## src/rtl/inst_queue.sv

```systemverilog
// rtl/inst_queue.sv - dual-lane in-order instruction queue between fetch and id_stage
// Optional IQ_STAT_EN adds full/empty cycle counters.
package inst_queue_pkg;
  typedef logic [5:0] exception_t;
  localparam exception_t EXC_NONE = 6'h00;
  localparam exception_t EXC_ADEF = 6'h08;

  typedef struct packed {
    logic [31:0] pc;
    logic [31:0] inst;
    logic        pred_branch_taken;
    logic [31:0] pred_branch_target;
    logic        have_exception;
    exception_t  exception_type;
  } iq_entry_t;
endpackage

module inst_queue
  import inst_queue_pkg::*;
#(
  parameter int DEPTH = 8
) (
  input  logic        clk,
  input  logic        resetn,
  input  logic        flush,
  output logic        iq_allowin,
  input  logic        if_a_valid,
  input  logic        if_b_valid,
  input  logic [31:0] if_a_pc,
  input  logic [31:0] if_b_pc,
  input  logic [31:0] if_a_inst,
  input  logic [31:0] if_b_inst,
  input  logic        if_a_pred_branch_taken,
  input  logic        if_b_pred_branch_taken,
  input  logic [31:0] if_a_pred_branch_target,
  input  logic [31:0] if_b_pred_branch_target,
  input  logic        if_a_have_exception,
  input  logic        if_b_have_exception,
  input  exception_t  if_a_exception_type,
  input  exception_t  if_b_exception_type,
  input  logic [1:0]  id_consume_inst,
  output logic        a_valid,
  output logic        b_valid,
  output logic [31:0] a_pc,
  output logic [31:0] b_pc,
  output logic [31:0] a_inst,
  output logic [31:0] b_inst,
  output logic        a_pred_branch_taken,
  output logic        b_pred_branch_taken,
  output logic [31:0] a_pred_branch_target,
  output logic [31:0] b_pred_branch_target,
  output logic        a_have_exception,
  output logic        b_have_exception,
  output exception_t  a_exception_type,
  output exception_t  b_exception_type
`ifdef IQ_STAT_EN
  ,
  output logic [31:0] iq_stat_full_cycles,
  output logic [31:0] iq_stat_empty_cycles
`endif
);
  localparam int PW = $clog2(DEPTH);
  localparam int CW = PW + 1;

  iq_entry_t      mem [DEPTH];
  logic [PW-1:0]  head, tail, b_slot, head_nxt;
  logic [CW-1:0]  count;
  iq_entry_t      in_a, in_b, head_e, next_e;
  logic           do_push;
  logic [1:0]     push_n, pop_n, cons_eff;

  always_comb begin
    in_a = {if_a_pc, if_a_inst, if_a_pred_branch_taken, if_a_pred_branch_target,
            if_a_have_exception, if_a_exception_type};
    in_b = {if_b_pc, if_b_inst, if_b_pred_branch_taken, if_b_pred_branch_target,
            if_b_have_exception, if_b_exception_type};
    iq_allowin = (count <= CW'(DEPTH - 2));
    do_push    = iq_allowin && !flush;
    push_n     = do_push ? ({1'b0, if_a_valid} + {1'b0, if_b_valid}) : 2'd0;
    // An illegal consume of 3 pops nothing.
    cons_eff   = (id_consume_inst == 2'd3) ? 2'd0 : id_consume_inst;
    pop_n      = (count < CW'(cons_eff)) ? count[1:0] : cons_eff;
    // A lone lane b is compacted into the tail slot.
    b_slot     = if_a_valid ? tail + PW'(1) : tail;
    head_nxt   = head + PW'(1);
  end

  always_ff @(posedge clk or negedge resetn) begin
    if (!resetn) begin
      head  <= '0;
      tail  <= '0;
      count <= '0;
      for (int i = 0; i < DEPTH; i++) mem[i] <= '0;
    end else if (flush) begin
      head  <= '0;
      tail  <= '0;
      count <= '0;
    end else begin
      if (do_push && if_a_valid) mem[tail]   <= in_a;
      if (do_push && if_b_valid) mem[b_slot] <= in_b;
      tail  <= tail + PW'(push_n);
      head  <= head + PW'(pop_n);
      count <= count + CW'(push_n) - CW'(pop_n);
    end
  end

  always @(posedge clk) begin
    if (resetn) assert (id_consume_inst != 2'd3);
  end

  always_comb begin
    head_e = mem[head];
    next_e = mem[head_nxt];
  end

  assign a_valid              = (count >= CW'(1));
  assign b_valid              = (count >= CW'(2));
  assign a_pc                 = head_e.pc;
  assign a_inst               = head_e.inst;
  assign a_pred_branch_taken  = head_e.pred_branch_taken;
  assign a_pred_branch_target = head_e.pred_branch_target;
  assign a_have_exception     = head_e.have_exception;
  assign a_exception_type     = head_e.exception_type;
  assign b_pc                 = next_e.pc;
  assign b_inst               = next_e.inst;
  assign b_pred_branch_taken  = next_e.pred_branch_taken;
  assign b_pred_branch_target = next_e.pred_branch_target;
  assign b_have_exception     = next_e.have_exception;
  assign b_exception_type     = next_e.exception_type;

`ifdef IQ_STAT_EN
  // Statistics survive flush; only reset clears them.
  always_ff @(posedge clk or negedge resetn) begin
    if (!resetn) begin
      iq_stat_full_cycles  <= '0;
      iq_stat_empty_cycles <= '0;
    end else begin
      if (!iq_allowin) iq_stat_full_cycles <= iq_stat_full_cycles + 32'd1;
      if (count == '0 && !flush) iq_stat_empty_cycles <= iq_stat_empty_cycles + 32'd1;
    end
  end
`endif
endmodule
```

## config.mk

```make
export PLATFORM = sky130hd
export DESIGN_NAME = inst_queue
export DESIGN_NICKNAME = d
export VERILOG_FILES = /design/src/rtl/inst_queue.sv
export SDC_FILE = /design/constraint.sdc
export NUM_CORES = 2
export LEC_CHECK = 0
export CAP_MARGIN = 15
export CORE_AREA = 5 5 341 343
export CTS_CLUSTER_SIZE = 12
export DETAILED_ROUTE_END_ITERATION = 8
export DIE_AREA = 0 0 346 348
export SLEW_MARGIN = 20
export SYNTH_ARGS = -nofsm -noshare
export SYNTH_HDL_FRONTEND = slang
export SYNTH_SLANG_ARGS = --single-unit
```

## constraint.sdc

```tcl
create_clock -name clk -period 4.2 [get_ports clk]
set_clock_uncertainty 0.1 [all_clocks]
set_input_delay 0.84 -clock clk [delete_from_list [all_inputs] [get_ports clk]]
set_output_delay 0.84 -clock clk [all_outputs]
set_load 0.02 [all_outputs]
```

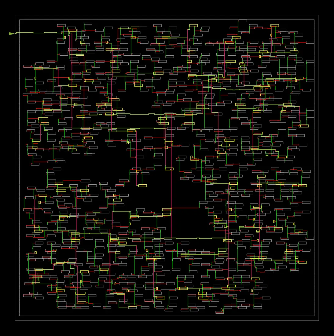
Fig. 1. Clock wiring as the flow saved it.
CLK BUF: 141
Num CTS Buffers: 100
Clock group: 9.45 mW
CTS Sinks: 842
Worst-Skew Late Latency: 0.68 ns

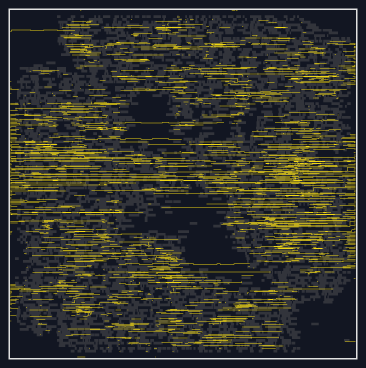
Fig. 2. M3 wires.
Drawn at 1 px/um.
wire length on this layer: 23.1 mm
longest straight run: 185 um
main direction: horizontal
nets with wire on the layer: 670

==> run summary <==
outcome - finished, final reports clean
cells along the critical path - ha_4 -> buf_4 -> buf_12 -> buf_12 -> buf_6 -> mux4_2 -> mux2_2 -> buf_2
synthesized area per cell - 11.6 um2
Synth cell types - 55
Post-Syn Nets - 4590
# diodes - 20
first-pass GRT wire length - 296000 um
Max Root-Sink Buffers - 3
setup slack at placement - 0.372 ns
worst reg2reg path depth - 13
Top cells excl fill/tap - dfrtp_1 (839), inv_1 (529), a32oi_1 (518)
worst-margin pin slew - 1.00 ns
Nets - 4729
Clock power frac - 19.4%
root buf cell - clkbuf_16
largest register by flop count - mem
Yosys chip area - 0.0504 mm2
wire length on met3 - 23100 um
main logic family after synthesis - multiplexers
ys async rst share - 100%
HPWL after DPL - 105000 um
Multiplexer share - 23.2%
port bufs - 425
Pwr top - combinational logic
Hold WC Path Type - in2async
top sig layer - met5
Crit path largest cell delay - 0.55 ns
CP Class - reg2out
commonest non-fill, non-tap cell in the layout - dfrtp_1
tool warnings - 43
Synth Seq Share - 41.8%
Non-clock inverters - 530
Pwr Total - 48.6 mW
sequential share of power - 28.6%
Gate power share - 52.0%
CP top delay family - multiplexers
Buffers excl. clock - 619
most used cell, CP - buf_12
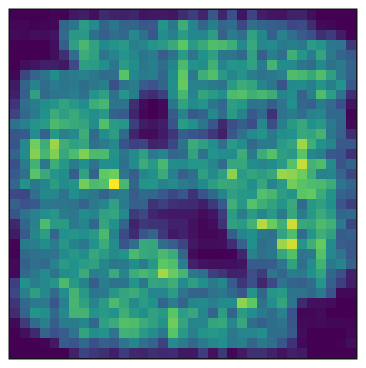
Fig. 3. Routed metal per tile.
Drawn at 1 px/um. 35 x 35 tiles, from dark purple (low) to yellow (high), scaled to the fullest tile. Values are wire area over tile area, all layers added.
densest ninth of the die: east
mean over tiles: 0.28
fullest tile: 0.74
tiles over half the peak: 29%
nearly empty tiles: 6.4%

Power figures rest on the tool's default switching activity, not on a simulated workload.
